## src/rtl/spill_stack_pkg.sv

```systemverilog
// Shared types and helpers for the spilling hardware stack.
package spill_stack_pkg;

  typedef enum logic [1:0] {
    StIdle,
    StSpill,
    StFill
  } state_e;

  // Byte address of spilled cell idx; cells are two bytes apart.
  function automatic logic [31:0] cell_addr(input logic [31:0] base, input logic [31:0] idx);
    return base + (idx << 1);
  endfunction

  function automatic bit params_ok(input int unsigned hi, input int unsigned lo,
                                   input int unsigned dep);
    return (hi > lo) && (hi <= (2 ** dep)) && ((2 ** dep) >= 4);
  endfunction

endpackage

```

## src/rtl/spill_stack_ring.sv

```systemverilog
// On-chip ring of 2^DEP cells: push/replace port at top, fill port at bottom.
module spill_ring #(
  parameter int unsigned L   = 16,
  parameter int unsigned DEP = 2
) (
  input  logic           clk,
  input  logic           top_we,
  input  logic [DEP-1:0] top_waddr,
  input  logic [L-1:0]   top_wdata,
  input  logic           bot_we,
  input  logic [DEP-1:0] bot_waddr,
  input  logic [L-1:0]   bot_wdata,
  input  logic [DEP-1:0] top_raddr,
  output logic [L-1:0]   top_rdata,
  input  logic [DEP-1:0] bot_raddr,
  output logic [L-1:0]   bot_rdata
);

  logic [L-1:0] cells [2 ** DEP];

  // The controller never aims both ports at the same cell in one cycle.
  always_ff @(posedge clk) begin
    if (top_we) cells[top_waddr] <= top_wdata;
    if (bot_we) cells[bot_waddr] <= bot_wdata;
  end

  assign top_rdata = cells[top_raddr];
  assign bot_rdata = cells[bot_raddr];

endmodule

```

## src/rtl/spill_stack.sv

```systemverilog
// Deep CPU stack: on-chip ring that spills/fills its oldest cells over a req/ack bus.
// Optional high-water-mark output enabled by defining SPILL_STACK_HWM_EN.
module spill_stack
  import spill_stack_pkg::*;
#(
  parameter int unsigned  L    = 16,
  parameter int unsigned  DEP  = 2,
  parameter int unsigned  MDEP = 8,
  parameter logic [L-1:0] BASE = 16'hE000,
  parameter int unsigned  HI   = (2 ** DEP) - 1,
  parameter int unsigned  LO   = 1
) (
  input  logic            clk,
  input  logic            reset,
  input  logic            push,
  input  logic            pop,
  input  logic [L-1:0]    in,
  output logic [L-1:0]    out,
  output logic            push_ok,
  output logic            pop_ok,
  output logic [DEP:0]    cnt,
  output logic [MDEP:0]   mcnt,
  output logic [L-1:0]    mem_addr,
  output logic            mem_rd,
  output logic            mem_wr,
  output logic [L-1:0]    mem_wdata,
  input  logic [L-1:0]    mem_rdata,
  input  logic            mem_ack,
  output logic            ovf,
  output logic            unf,
  input  logic            clr_err
`ifdef SPILL_STACK_HWM_EN
  ,
  output logic [MDEP+1:0] hwm
`endif
);

  localparam int unsigned   CAP    = 2 ** DEP;
  localparam logic [DEP:0]  CapC   = (DEP + 1)'(CAP);
  localparam logic [DEP:0]  HiC    = (DEP + 1)'(HI);
  localparam logic [DEP:0]  LoC    = (DEP + 1)'(LO);
  localparam logic [DEP:0]  CntOne = (DEP + 1)'(1);
  localparam logic [DEP-1:0] PtrOne = DEP'(1);
  localparam logic [MDEP:0] MOne   = (MDEP + 1)'(1);

  if (!params_ok(HI, LO, DEP)) begin : g_param_check
    $error("spill_stack: requires HI > LO, HI <= 2**DEP and 2**DEP >= 4");
  end

  // bot_q points one cell below the oldest on-chip cell, so top_q - bot_q == cnt.
  logic [DEP-1:0] top_q, top_d, bot_q, bot_d;
  logic [DEP:0]   cnt_q, cnt_d;
  logic [MDEP:0]  mcnt_q, mcnt_d;
  logic           ovf_q, ovf_d, unf_q, unf_d;
  state_e         state_q;
  logic           mem_rd_q, mem_wr_q;
  logic [L-1:0]   mem_addr_q;

  logic           do_push, do_pop, push_only, pop_only;
  logic           ovf_set, unf_set, spill_ack, fill_ack, mfull;
  logic [DEP-1:0] top_waddr, bot_raddr;
  logic [L-1:0]   top_rdata, bot_rdata;

  always_comb begin
    do_pop    = pop && (cnt_q != '0);
    do_push   = push && ((cnt_q != CapC) || do_pop);
    push_only = do_push && !do_pop;
    pop_only  = do_pop && !do_push;
    ovf_set   = push && !do_push;
    unf_set   = pop && (cnt_q == '0) && (mcnt_q == '0);
    spill_ack = (state_q == StSpill) && mem_ack;
    fill_ack  = (state_q == StFill) && mem_ack;
    mfull     = mcnt_q[MDEP];
    top_waddr = do_pop ? top_q : top_q + PtrOne;
    bot_raddr = bot_q + PtrOne;
  end

  always_comb begin
    top_d = top_q;
    if (push_only) top_d = top_q + PtrOne;
    else if (pop_only) top_d = top_q - PtrOne;

    bot_d = bot_q;
    if (spill_ack) bot_d = bot_q + PtrOne;
    else if (fill_ack) bot_d = bot_q - PtrOne;

    // CPU and memory side contributions simply add up.
    cnt_d = cnt_q;
    if (push_only) cnt_d = cnt_d + CntOne;
    if (pop_only)  cnt_d = cnt_d - CntOne;
    if (spill_ack) cnt_d = cnt_d - CntOne;
    if (fill_ack)  cnt_d = cnt_d + CntOne;

    mcnt_d = mcnt_q;
    if (spill_ack) mcnt_d = mcnt_q + MOne;
    else if (fill_ack) mcnt_d = mcnt_q - MOne;

    ovf_d = (ovf_q && !clr_err) || ovf_set;
    unf_d = (unf_q && !clr_err) || unf_set;
  end

  always_ff @(posedge clk or posedge reset) begin
    if (reset) begin
      top_q  <= '0;
      bot_q  <= '0;
      cnt_q  <= '0;
      mcnt_q <= '0;
      ovf_q  <= 1'b0;
      unf_q  <= 1'b0;
    end else begin
      top_q  <= top_d;
      bot_q  <= bot_d;
      cnt_q  <= cnt_d;
      mcnt_q <= mcnt_d;
      ovf_q  <= ovf_d;
      unf_q  <= unf_d;
    end
  end

  // Transfer FSM; requests are registered and drop the cycle after ack.
  always_ff @(posedge clk or posedge reset) begin
    if (reset) begin
      state_q    <= StIdle;
      mem_wr_q   <= 1'b0;
      mem_rd_q   <= 1'b0;
      mem_addr_q <= BASE;
    end else begin
      unique case (state_q)
        StIdle: begin
          if ((cnt_q >= HiC) && !mfull) begin
            state_q    <= StSpill;
            mem_wr_q   <= 1'b1;
            mem_addr_q <= L'(cell_addr(32'(BASE), 32'(mcnt_q)));
          end else if ((cnt_q <= LoC) && (mcnt_q != '0)) begin
            state_q    <= StFill;
            mem_rd_q   <= 1'b1;
            mem_addr_q <= L'(cell_addr(32'(BASE), 32'(mcnt_q - MOne)));
          end
        end
        StSpill: begin
          if (mem_ack) begin
            state_q  <= StIdle;
            mem_wr_q <= 1'b0;
          end
        end
        StFill: begin
          if (mem_ack) begin
            state_q  <= StIdle;
            mem_rd_q <= 1'b0;
          end
        end
        default: begin
          state_q  <= StIdle;
          mem_wr_q <= 1'b0;
          mem_rd_q <= 1'b0;
        end
      endcase
    end
  end

  spill_ring #(
    .L   (L),
    .DEP (DEP)
  ) u_ring (
    .clk       (clk),
    .top_we    (do_push),
    .top_waddr (top_waddr),
    .top_wdata (in),
    .bot_we    (fill_ack),
    .bot_waddr (bot_q),
    .bot_wdata (mem_rdata),
    .top_raddr (top_q),
    .top_rdata (top_rdata),
    .bot_raddr (bot_raddr),
    .bot_rdata (bot_rdata)
  );

`ifdef SPILL_STACK_HWM_EN
  logic [MDEP+1:0] hwm_q, total;

  assign total = (MDEP + 2)'(cnt_q) + (MDEP + 2)'(mcnt_q);

  always_ff @(posedge clk or posedge reset) begin
    if (reset) begin
      hwm_q <= '0;
    end else if (clr_err) begin
      hwm_q <= '0;
    end else if (total > hwm_q) begin
      hwm_q <= total;
    end
  end

  assign hwm = hwm_q;
`endif

  assign out       = top_rdata;
  assign push_ok   = (cnt_q != CapC);
  assign pop_ok    = (cnt_q != '0);
  assign cnt       = cnt_q;
  assign mcnt      = mcnt_q;
  assign mem_addr  = mem_addr_q;
  assign mem_rd    = mem_rd_q;
  assign mem_wr    = mem_wr_q;
  assign mem_wdata = bot_rdata;
  assign ovf       = ovf_q;
  assign unf       = unf_q;

endmodule

```

## config.mk

```make
export PLATFORM = sky130hd
export DESIGN_NAME = spill_stack
export DESIGN_NICKNAME = d
export VERILOG_FILES = /design/src/rtl/spill_stack_pkg.sv /design/src/rtl/spill_stack_ring.sv /design/src/rtl/spill_stack.sv
export SDC_FILE = /design/constraint.sdc
export NUM_CORES = 1
export LEC_CHECK = 0
export CORE_ASPECT_RATIO = 1.4
export CORE_MARGIN = 1
export CORE_UTILIZATION = 45
export DETAILED_ROUTE_END_ITERATION = 8
export GPL_TIMING_DRIVEN = 0
export PLACE_DENSITY = 0.81
export SLEW_MARGIN = 40
export SYNTH_ARGS = -nofsm -noshare
export SYNTH_HDL_FRONTEND = slang
export SYNTH_SLANG_ARGS = --single-unit
```

## constraint.sdc

```tcl
create_clock -name clk -period 3.9 [get_ports clk]
set_input_delay 0.78 -clock clk [delete_from_list [all_inputs] [get_ports clk]]
set_output_delay 0.78 -clock clk [all_outputs]
set_load 0.02 [all_outputs]
```

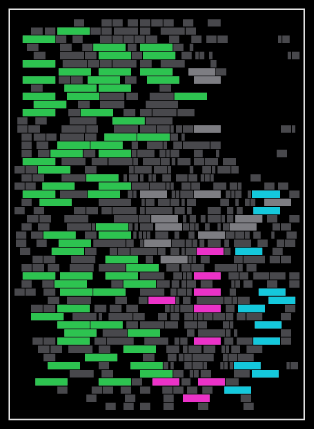
*Register map, names as in the netlist*
Drawn at 3 px/um. Other sequential cells in the stronger grey, the rest of the logic in the fainter grey.
[magenta] mcnt | placed flops: 9
[cyan] mem_addr | placed flops: 11
[green] u_ring.cells | placed flops: 64
not coloured: 13

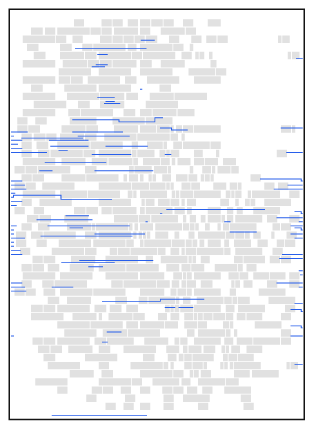
*The metal 3 layer*
Drawn at 3 px/um.
nets with wire on the layer: 77
longest straight run: 32.7 um
main direction: horizontal
share of all routed wire: 5.6%

==> impl_metrics.toml <==
# yosys + openroad results
[run_status]
status = "finished, violations left"
violations = "design-rule violations"

[worst_setup_path]
endpoint = "mem_wdata[10]"
cp-start-kind = "flop"
crit_arrival_ps = 2900
r2r-start = "cnt[1]$_DFF_PP0_"
path_class = "flop to output port"
r2r_cells = 16
crit_path_end_kind = "output port"
regToRegEndpoint = "cnt[2]$_DFF_PP0_"
worstPathMaxFanout = 10
crit_required_ps = 3120

[routing]
ant_nets = 0
wl_met1_mm = 5.065
routed-wl-met3_um = 751
dr_wl_met2_mm = 7.580
drc = 5
num_vias = 3940
top_layer = "met4"
drt-initial-drc-count = 184
first_pass_iters = 6

[synthesis]
ys_sh_aoi_pct = 5.812
ys_ff = 97
ys_sh_adder_pct = 5.532
yosysTopAreaCell = "edfxtp_1"
syn_inst = 415
mux_share_pct = 28.20
topCellsByArea = "edfxtp_1 (33%), dfrtp_1 (14%), mux4_2 (12%)"
syn-cell-area_mm2 = 0.005791
synth.avg_cell_area_um2 = 13.95
yosysSeqAreaShare_pct = 47.47
simple_gate_area_share_pct = 5.402
ys_warn_count = 0
most_common_cell = "edfxtp_1"
logic_family = "multiplexers"
synth_stat.cells = 415
synth_chip_area_mm2 = 0.005791
synth_cell_types = 52
async_flop_share_pct = 34.02
common_cells = "edfxtp_1 (64), mux2_2 (38), dfrtp_1 (32), mux4_2 (32), mux2_1 (31)"

[global_route]
grt_pass1_vias = 4099
grt_pass1_wl_mm = 21.00
grt_max_degree = 34
top_usage_layer = "met2"
met1_usage_pct = 23.77
grtUsageMet3_pct = 3.548
grt_overflow = 0
antenna_found_initial = 0

[power_and_ir_drop]
cell_internal_pwr_w = 0.004098
p_comb_w = 0.00400
power_w = 0.006726
seq_power_share_pct = 25.2
pg_clk_w = 0.00103
switchingPower_w = 0.002628
p_leak_nw = 2.851
switching_share_pct = 39.08
power_frac_clock_pct = 15.3
peakVddDrop_mv = 0.4548
seq_cell_power_w = 0.00169
top_power_group = "combinational logic"
combPwrFrac_pct = 59.5

[layout]
buffers = 130
n_sequential_cell = 97
drive_above_1_share_pct = 22.68
comb_cells = 277
final_area_mm2 = 0.007487
seq_share_pct = 36.71
syn2layout_area_growth_pct = 29.30
clock_area_share_pct = 4.562
final-comb-area_mm2 = 0.002919
register_area_mm2 = 0.002749
clkbuf_count = 9
largest_register_ffs = 64
fillers = 925
inv_count = 18
sh_comb_area_pct = 38.99
largest_register = "u_ring.cells"
bufAreaShareNonClock_pct = 16.33
fin_cells = 688
antenna_cells = 0

[floorplanning]
rows = 48
initCoreUtil_pct = 46.58
core_area_mm2 = 0.01243
dieWidth_um = 97.87
die_area_mm2 = 0.01333
die_h_um = 136.2
ios = 104
tap_cells = 150

[hold_path]
hp-class = "flop to flop"
holdPathEnd = "mem_addr[13]$_DFFE_PP1P_"
hold_depth = 2
hp-start = "mem_addr[13]$_DFFE_PP1P_"

[sta]
tightest_slew_ps = 873.7
post-route-period-util_pct = 94.31
hold_viol_final = 0
period_needed_ps = 3678
whs_ps = 474.6
rsz0062_at_grt = "no"
maxSlewHeadroom_pct = 41.76
fin_skew_ps = 11.25
setup_ws_ps = 221.9
setup_viol = 0
setup_tns_ps = 0
slew_violations = 0

[run]
tool_warnings = 34
drv_cap = 0

[clock_network]
numCtsBuffers = 9
post_cts_buffers = 0
clock_latency_ps = 360
ctsHoldBuffers = 0
cts_tree = "built"
path_clk_slew_ps = 70
root_buffer = "clkbuf_16"
cts_resized = 10
cts-htree-levels = 3
cts.sinks = 97

[placement]
portBuffers = 100
placed_cells = 670
dp_hpwl_mm = 9.718
place_ws_ps = -1041
place_congestion = 0.8685
place_area_mm2 = 0.007088
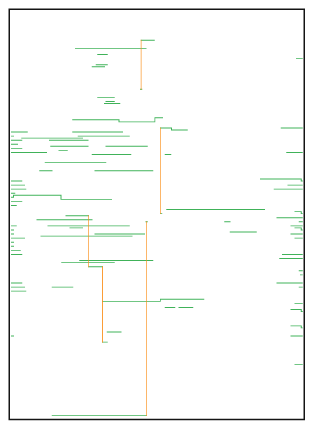
*Wiring by layer*
Drawn at 3 px/um. Only two layers are drawn.
[orange] metal 4 | wire length: 152 um
[green] metal 3 | wire length: 752 um
Total Wirelength: 13.55 mm
WL/cell: 19.69 um
overall routing resource usage: 21.01%

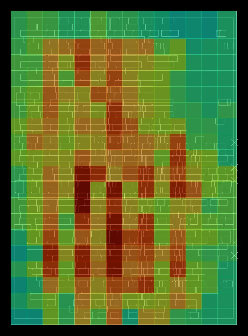
*Routing congestion*
final core utilization: 60.23%
met2 usage: 40.18%

## cell usage in the layout, fill, tap and decap left out, drive strengths merged, types with 3 or more instances in the layout
cell           synthesis  final
nand2                 20     20
bufinv                 0      3
nand2b                 4      4
mux2                  76     76
nor3                   4      4
a21oi                 13     13
mux2i                  3      3
xor2                   8      8
inv                   18     19
mux4                  32     32
buf                    8     16
nor2b                  4      4
edfxtp                64     64
nor2                  11     11
a221oi                 3      3
dfrtp                 32     32
a21o                   3      3
clkbuf                16     23
o21ai                 18     18
xnor2                 19     19
ha                    24     24
clkdlybuf4s50          0     98
nand3                  4      4
conb                   2      3
## critical path: stages, from the launching register on
cell and delay, ps:
dfrtp_1 390, clkbuf_4 240, buf_4 240, inv_1 110, ha_4 290, buf_6 170
mux4_2 530, clkdlybuf4s50_1 550
